==> run_1/zoom.png <==
Region (30, 30) to (55, 55) um. Cells in grey, sequential cells in the stronger grey; small squares are vias.
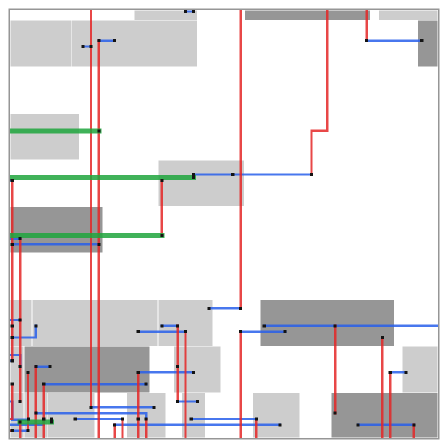
==> run_1/density.png <==
Scale: 3 px per um. The die is cut into 8 by 8 equal tiles; black is low, pale yellow is high, 0 to 100% covered.
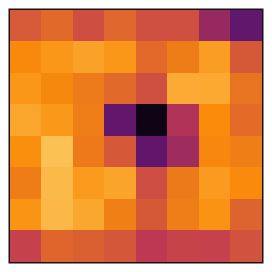
==> run_1/clock_map.png <==
Scale: 6 px per um.
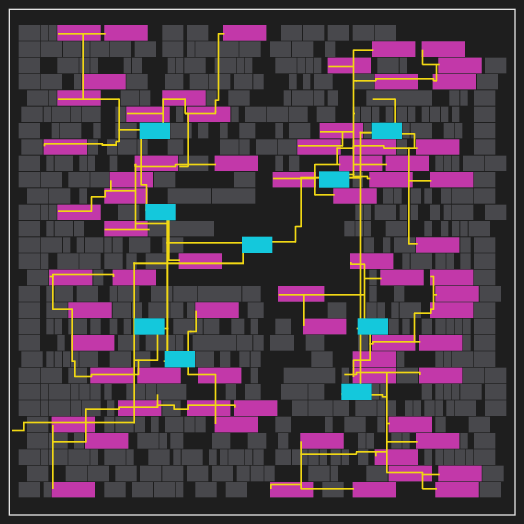
$ cat src/rtl/data_mem_arbiter.sv
// Two-requester arbiter in front of the single-port 64K x 16 data memory.
// Serves one access at a time (IDLE -> ACCESS -> ACK) and returns registered read data.
//
//  state  | meaning
//  IDLE   | waiting for a request; arbitrates and latches the winner's fields
//  ACCESS | memory port driven from latched fields; write/read commits at exit edge
//  ACK    | one-cycle ack pulse to the owner; memory port idle
module data_mem_arbiter #(
    parameter int ADDR_W = 16,
    parameter int DATA_W = 16,
    parameter bit RR_EN  = 1'b1
) (
    input  logic              clk,
    input  logic              rst,
    input  logic              m0_req,
    input  logic              m0_we,
    input  logic [ADDR_W-1:0] m0_addr,
    input  logic [DATA_W-1:0] m0_wdata,
    output logic              m0_ack,
    output logic [DATA_W-1:0] m0_rdata,
    input  logic              m1_req,
    input  logic              m1_we,
    input  logic [ADDR_W-1:0] m1_addr,
    input  logic [DATA_W-1:0] m1_wdata,
    output logic              m1_ack,
    output logic [DATA_W-1:0] m1_rdata,
    output logic [ADDR_W-1:0] mem_address,
    output logic [DATA_W-1:0] mem_write_data,
    output logic              mem_memw,
    output logic              mem_memr,
    input  logic [DATA_W-1:0] mem_read_data,
    output logic              busy
);

    typedef enum logic [1:0] {
        IDLE   = 2'd0,
        ACCESS = 2'd1,
        ACK    = 2'd2
    } state_t;

    state_t state, state_nxt;

    logic              last_grant;
    logic              owner;
    logic              we_q;
    logic [ADDR_W-1:0] addr_q;
    logic [DATA_W-1:0] wdata_q;
    logic              any_req;
    logic              grant_sel;

    assign any_req = m0_req | m1_req;

    // On a tie, round-robin hands the grant to whoever did not win last time.
    always_comb begin
        grant_sel = 1'b0;
        if (m0_req && m1_req) begin
            grant_sel = RR_EN ? ~last_grant : 1'b0;
        end else if (m1_req) begin
            grant_sel = 1'b1;
        end
    end

    always_ff @(posedge clk) begin
        if (rst) begin
            state <= IDLE;
        end else begin
            state <= state_nxt;
        end
    end

    always_comb begin
        state_nxt = state;
        case (state)
            IDLE:    if (any_req) state_nxt = ACCESS;
            ACCESS:  state_nxt = ACK;
            ACK:     state_nxt = IDLE;
            default: state_nxt = IDLE;
        endcase
    end

    always_ff @(posedge clk) begin
        if (rst) begin
            last_grant <= 1'b1;
            owner      <= 1'b0;
            we_q       <= 1'b0;
            addr_q     <= '0;
            wdata_q    <= '0;
            m0_rdata   <= '0;
            m1_rdata   <= '0;
        end else begin
            if (state == IDLE && any_req) begin
                last_grant <= grant_sel;
                owner      <= grant_sel;
                we_q       <= grant_sel ? m1_we    : m0_we;
                addr_q     <= grant_sel ? m1_addr  : m0_addr;
                wdata_q    <= grant_sel ? m1_wdata : m0_wdata;
            end
            if (state == ACCESS && !we_q) begin
                if (owner) begin
                    m1_rdata <= mem_read_data;
                end else begin
                    m0_rdata <= mem_read_data;
                end
            end
        end
    end

    // Write strobe is gated by rst so an abort never commits on the reset edge.
    always_comb begin
        mem_address    = addr_q;
        mem_write_data = wdata_q;
        mem_memw       = (state == ACCESS) & we_q & ~rst;
        mem_memr       = (state == ACCESS) & ~we_q;
        m0_ack         = (state == ACK) & ~owner;
        m1_ack         = (state == ACK) & owner;
        busy           = (state != IDLE);
    end

endmodule

$ cat config.mk
export PLATFORM = sky130hd
export DESIGN_NAME = data_mem_arbiter
export DESIGN_NICKNAME = d
export VERILOG_FILES = /design/src/rtl/data_mem_arbiter.sv
export SDC_FILE = /design/constraint.sdc
export NUM_CORES = 1
export LEC_CHECK = 0
export CAP_MARGIN = 10
export CORE_UTILIZATION = 42
export CTS_BUF_LIST = sky130_fd_sc_hd__clkbuf_8 sky130_fd_sc_hd__clkbuf_16
export DETAILED_ROUTE_END_ITERATION = 8
export PLACE_DENSITY = 0.88
export SLEW_MARGIN = 20
export SYNTH_ARGS = -nofsm -noshare
export SYNTH_HDL_FRONTEND = slang
export SYNTH_SLANG_ARGS = --single-unit
$ cat constraint.sdc
create_clock -name clk -period 2 [get_ports clk]
set_input_delay 0.6 -clock clk [delete_from_list [all_inputs] [get_ports clk]]
set_output_delay 0.6 -clock clk [all_outputs]
set_load 0.02 [all_outputs]
==> results.sh, run 1 <==
# physical design summary
export IMPL_p_seq_frac=0.414
export IMPL_syn_nets=439
export IMPL_fillers=480
export IMPL_viasPerCell=5.33
export IMPL_status="finished with violations"
export IMPL_dr_pass1_iters=6
export IMPL_drive_above_1_share=0.0828
export IMPL_post_cts_setup_buffer_count=0
export IMPL_clkSinkCount=69
export IMPL_p_int_mw=2.72
export IMPL_route_antenna_remaining_nets=0
export IMPL_stdcell_count=584
export IMPL_antenna_found_initial=0
export IMPL_yosys_most_used_dff="dfxtp_1"
export IMPL_crit_chain="buf_4 > and3b_1 > dlygate4sd2_1"
export IMPL_rsz0062_at_grt="no"
export IMPL_crit_path_top_delay_cell="dlygate4sd2_1"
export IMPL_cap_violations=0
export IMPL_violations="DRC"
export IMPL_area_delta_synth_final_pct=65.9
export IMPL_cp_end_kind="output pin"
export IMPL_yosysTopAreaCellShare=0.489
export IMPL_most_common_cell="nand2_1"
export IMPL_synth_warning_count=0
export IMPL_setup_viol_count_final=0
export IMPL_pin_count=155
export IMPL_place_area_um2=4470
export IMPL_synth_area_um2=2830
export IMPL_cp_start_kind="flip-flop"
export IMPL_grt_pass1_vias=2947
export IMPL_path_buffers=2
export IMPL_area_leaders="dfxtp_1, nand2_1, a21oi_1, a311oi_1, buf_2"
export IMPL_worstPathMaxFanout=7
export IMPL_post_dp_hpwl_um=5830
export IMPL_crit_required_ns=1.40
export IMPL_max_freq_mhz=513
export IMPL_ys_flops=69
export IMPL_dp_cells=568
export IMPL_cts_htree_levels=3
export IMPL_arrival_ns=1.35
export IMPL_peakVddDrop_mv=0.436
export IMPL_met1_usage=0.274
export IMPL_remaining_drc_errors=22
export IMPL_hold_viol=0
export IMPL_cts_root_buf="clkbuf_8"
export IMPL_grt_usage=0.240
export IMPL_use_met3=0.0742
export IMPL_synth_area_leader_cell="dfxtp_1"
export IMPL_nets=588
export IMPL_slew_limit_headroom=0.545
export IMPL_use_met2=0.423
export IMPL_fin_crit_ns=1.95
export IMPL_hold_class="in2reg"
export IMPL_drt_wl_total_um=8390
export IMPL_gr_total_overflow=0
export IMPL_clockBufferDepth=2
export IMPL_portBuffers=154
export IMPL_tightest_slew_ns=0.683
export IMPL_p_leak_nw=1.75
export IMPL_n_antenna_cell=0
export IMPL_crit_family="buffers and inverters"
export IMPL_die_width_um=84.0
export IMPL_postSynthSeqShare=0.489
export IMPL_final_area_um2=4690
export IMPL_vias=3115
export IMPL_core_area_um2=6420
export IMPL_synth_chip_area_um2=2830
export IMPL_synthCells=353
export IMPL_swShare=0.273
export IMPL_cts_made_buffers=9
export IMPL_p_sw_mw=1.02
export IMPL_fin_hold_ws_ns=0.443
export IMPL_cts_tree="done"
export IMPL_yosys_cells=353
export IMPL_slowest_delay_ns=0.35
export IMPL_async_reset_ff_frac=0
export IMPL_netlist_cell_type_count=27
About zoom.png:
- green: met3
- red: met2
- blue: met1
- sequential cells in the window: 4
- most frequent: dfxtp_1 (3), buf_4 (3)
- cells with their middle in the window: 16

About density.png:
- mean over tiles: 65%
- tiles over 75% full: 30%
- fullest tile: 87%
- emptiest ninth of the die: centre

About clock_map.png:
- cyan: cells driving clock nets (count 9)
- magenta: flip-flops (count 69)
- yellow: clock wires (length 825 um)
- routed clock nets: 10
clk_lat worst skew: 0.34 ns
clock group power: 1.27 mW
clock network power share: 0.338
clk_skew: 0.00925 ns

-- run 1: registers in the layout, indices dropped and copies added, names as in the netlist --
name and cells:
m0_rdata 16, m1_rdata 16, mem_address 16, mem_write_data 16, state 2, last_grant 1
owner 1, we_q 1
-- run 1: routing by layer --
| metal | wire length, um | vias up | share of wire |
|---|---|---|---|
| met5 | 0 | - | 0 |
| met1 | 3290 | 1458 | 0.39 |
| met2 | 4240 | 131 | 0.50 |
| li1 | - | 1516 | - |
| met4 | 95 | 0 | 0.011 |
| met3 | 770 | 10 | 0.092 |
-- run 1: per-stage QoR --
stage	worst slack, ns	total power [mW]	TNS (ns)	util
after global routing	0.00705	3.91	0	0.730
after global placement	-0.126	2.50	-0.126	0.696
final	0.0508	3.75	0	0.730
after floorplan	0.332	2.02	0	-
after CTS	0.0283	3.78	0	0.730
after detailed placement	-0.154	2.51	-0.703	0.696
-- run 1: path summary, 6_finish.rpt --
check	slack (ns)	startpoint	cells after the start	to
worst max-delay path	0.05	state[0]$_SDFFE_PP0P_	3	m1_ack
worst min register to register	0.45	m0_rdata[2]$_SDFFE_PP0P_	2	m0_rdata[2]$_SDFFE_PP0P_
worst max register to register	0.29	we_q$_SDFFE_PP0P_	4	m0_rdata[12]$_SDFFE_PP0P_
worst min-delay path	0.44	rst	2	state[1]$_SDFFE_PP0P_
-- run 1: layout by cell type (no fill, tap or decap), types with 2 or more instances in the layout --
master           instances
buf_4                   12
a21oi_1                 66
dfxtp_1                 68
buf_2                    2
bufinv_16                2
clkdlybuf4s50_1        148
clkbuf_8                11
dlygate4sd2_1            3
inv_1                    3
nor2_2                   2
a311oi_1                33
nand2_1                132
nor2_1                   2
buf_12                   4
-- run 1: repair_timing --
item                                   in CTS  in global routing
endpoints found under the hold margin       0                  0
cloned                                      0                  0
hold buffers                                0                  0
setup endpoints to repair                   5                  3
resized                                     8                  5
-- run 1: power by group through the flow --
stage                     Clock (mW)  Combinational, mW  Sequential (mW)
after global placement             0              0.924             1.57
after detailed placement           0              0.936             1.58
final                           1.27              0.930             1.55
after CTS                       1.29              0.935             1.55
after global routing            1.35              0.996             1.56
after floorplan                    0              0.317             1.70
-- run 1: layout make-up --
type,count,area (um^2),share of cell area
tap,77,96.3,0.0205
timing repair buffer,170,1690,0.361
clock inverter,5,75.1,0.0160
multi-input combinational,251,1290,0.275
clock buffer,11,151,0.0323
inverter,1,3.75,0.000800
sequential,69,1380,0.295
-- run 1: cell families after synthesis --
kind of cell	count (synthesis)	synth area share
AND-OR/OR-AND	103	0.232
buffers and inverters	33	0.0567
AND/OR/NAND/NOR	148	0.223
flip-flops	69	0.489
--- run 2 (diff from run 1) ---
- CTS_CLUSTER_DIAMETER: not set -> 120
==> run_2/zoom.png <==
Region (30, 30) to (55, 55) um. Cells in grey, sequential cells in the stronger grey; small squares are vias.
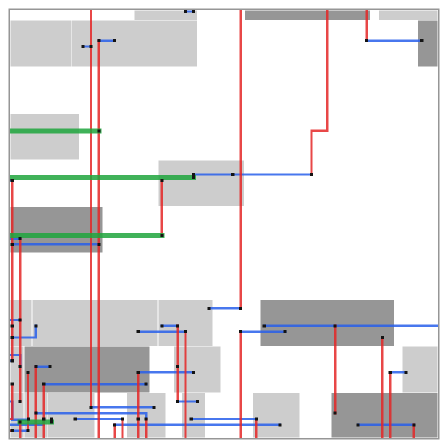
- green: met3
- red: met2
- blue: met1
- most frequent: dfxtp_1 (3), buf_4 (3)
- sequential cells in the window: 4
- cells with their middle in the window: 16

==> run_2/cell_classes.png <==
Scale: 4 px per um. Fill, decap, tap and diode cells in grey.
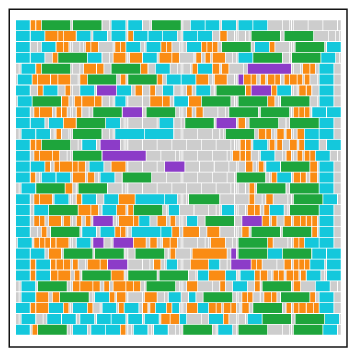
- cyan: other buffers and delay cells (cells 170; share of their area 37%)
- orange: all other logic (cells 252; share of their area 28%)
- purple: clock drivers and dummy loads (cells 16; share of their area 4.9%)
- green: flip-flops (cells 69; share of their area 30%)
sequential share of cell area: 0.295
Finished Core Util: 0.730
Design Area, Final: 4690 um^2

==> run 2 against run 1 <==
  * The flow still finishes with violations (DRC)
  * Sequential share of layout area unchanged
  * Combinational power about the same
  * Core utilization unchanged
  * Worst hold slack unchanged
  * First-iteration DRC count unchanged
  * Clock-buffer cell count unchanged
  * Cell area unchanged
  * Total power unchanged
  * Critical endpoint unchanged
  * Highest routed layer unchanged
==> results.sh, run 2 <==
# physical design summary
export IMPL_status="finished with violations"
export IMPL_violations="DRC"
export IMPL_wl_met2_um=4240
export IMPL_fin_ws_ns=0.0508
export IMPL_die_height_um=84.0
export IMPL_cts_tree="done"
export IMPL_cts_root_buf="clkbuf_8"
export IMPL_worstHoldEndpoint="state[1]$_SDFFE_PP0P_"
export IMPL_area_leaders="dfxtp_1, nand2_1, a21oi_1, a311oi_1, buf_2"
export IMPL_antenna_found_initial=0
export IMPL_rr_worst_depth=4
export IMPL_chip_area_um2=7060
export IMPL_cts_made_buffers=9
export IMPL_drive_above_1_share=0.0828
export IMPL_synth_warning_count=0
export IMPL_viasPerCell=5.33
export IMPL_route_antenna_remaining_nets=0
export IMPL_setup_viol_count_final=0
export IMPL_synthCells=353
export IMPL_route_met3_wl_um=770
export IMPL_area_delta_synth_final_pct=65.9
export IMPL_dr_pass1_iters=6
export IMPL_tightest_slew_ns=0.683
export IMPL_post_cts_setup_buffer_count=0
export IMPL_cp_start_kind="flip-flop"
export IMPL_grt_usage=0.240
export IMPL_ys_flops=69
export IMPL_clkSinkCount=69
export IMPL_fin_crit_ns=1.95
export IMPL_insertion_delay_ns=0.34
export IMPL_netlist_cell_type_count=27
export IMPL_most_common_cell="nand2_1"
export IMPL_r2r_setup_slack_ns=0.29
export IMPL_portBuffers=154
export IMPL_synth_area_um2=2830
export IMPL_cp_end_kind="output pin"
export IMPL_rsz0062_at_grt="no"
export IMPL_final_common_cell="clkdlybuf4s50_1"
export IMPL_holdPathStages=2
export IMPL_async_reset_ff_frac=0
export IMPL_post_dp_hpwl_um=5830
export IMPL_synth_area_leader_cell="dfxtp_1"
export IMPL_grt_pass1_vias=2947
export IMPL_drt_met1_wl_um=3290
export IMPL_remaining_drc_errors=22
export IMPL_cap_violations=0
export IMPL_hold_viol=0
export IMPL_yosysTopAreaCellShare=0.489
export IMPL_crit_required_ns=1.40
export IMPL_p_leak_nw=1.75
export IMPL_hold_class="in2reg"
export IMPL_die_width_um=84.0
export IMPL_nets=588
export IMPL_fin_skew_ns=0.00925
export IMPL_syn_nets=439
export IMPL_arrival_ns=1.35
export IMPL_cts_htree_levels=3
export IMPL_fillers=480
export IMPL_max_freq_mhz=513
export IMPL_hold_start="rst"
export IMPL_slew_limit_headroom=0.545
export IMPL_yosys_cells=353
export IMPL_r2r_start="we_q$_SDFFE_PP0P_"
export IMPL_place_ws_ns=-0.154
export IMPL_final_cell_mix="clkdlybuf4s50_1, nand2_1, dfxtp_1, a21oi_1, a311oi_1"
export IMPL_synth_chip_area_um2=2830
export IMPL_clockBufferDepth=2
export IMPL_top_layer="met4"
export IMPL_worstPathMaxFanout=7
export IMPL_rr_endpoint="m0_rdata[12]$_SDFFE_PP0P_"
export IMPL_peakVddDrop_mv=0.436
export IMPL_vias=3115
export IMPL_n_antenna_cell=0
export IMPL_yosys_most_used_dff="dfxtp_1"
export IMPL_core_area_um2=6420
export IMPL_pin_count=155
export IMPL_ys_top_cells_by_count="nand2_1, dfxtp_1, a21oi_1"
export IMPL_gr_total_overflow=0
export IMPL_postSynthSeqShare=0.489
[run 2: cell counts after synthesis]
No cell type changed its count.
[run 2: worst max-delay path by stage]
stage	slack [ns]	start	end	depth (start not counted)
final	0.05	state[0]$_SDFFE_PP0P_	m1_ack	3
after floorplan	0.33	rst	mem_memw	3
after CTS	0.03	state[1]$_SDFFE_PP0P_	m0_ack	3
after global placement	-0.13	rst	mem_memw	4
after detailed placement	-0.15	rst	mem_memw	4
after global routing	0.007	state[1]$_SDFFE_PP0P_	m1_ack	3
[run 2: area by class of cell]
class,instances,area [um^2],area share
tap,77,96.3,0.0205
multi-input combinational,251,1290,0.275
sequential,69,1380,0.295
timing repair buffer,170,1690,0.361
inverter,1,3.75,0.000800
clock inverter,5,75.1,0.0160
clock buffer,11,151,0.0323
[run 2: power by group]
group	leakage (nW)	switching, mW	internal [mW]
logic	1.07	0.453	0.477
registers	0.567	0.0648	1.49
clock network	0.118	0.505	0.762
total	1.75	1.02	2.72
[run 2: stage by stage]
stage | instance area [um^2] | setup TNS [ns] | hold slack, ns | total power, mW | cells
finish | 4690 | 0 | 0.443 | 3.75 | 584
global route | 4690 | 0 | 0.436 | 3.91 | 584
CTS | 4690 | 0 | 0.426 | 3.78 | 584
detailed placement | 4470 | -0.703 | 0.446 | 2.51 | 568
global placement | 4470 | -0.126 | 0.441 | 2.50 | 568
floorplan | 2830 | 0 | 0.527 | 2.02 | 353
[run 2: kinds of logic (layout without fill, tap and decap cells)]
| kind of cell | Yosys count | in the layout | share of synthesized area |
|---|---|---|---|
| AND/OR/NAND/NOR | 148 | 148 | 0.223 |
| flip-flops | 69 | 69 | 0.489 |
| buffers and inverters | 33 | 187 | 0.0567 |
| AND-OR/OR-AND | 103 | 103 | 0.232 |
[run 2: worst max-delay path: stages, from the launching register on]
cell and delay [ns]:
dfxtp_1 0.31, buf_4 0.15, and3b_1 0.20, dlygate4sd2_1 0.35
[run 2: per-layer routing]
metal | up-vias | GRT usage
met5 | - | 0
met2 | 131 | 0.423
met4 | 0 | 0.0799
met1 | 1458 | 0.274
li1 | 1516 | -
met3 | 10 | 0.0742
[run 2: repair_timing]
action	in CTS	in global routing
hold buffers	0	0
resized	8	5
setup endpoints to repair	5	3
Power and IR drop assume default switching activity.
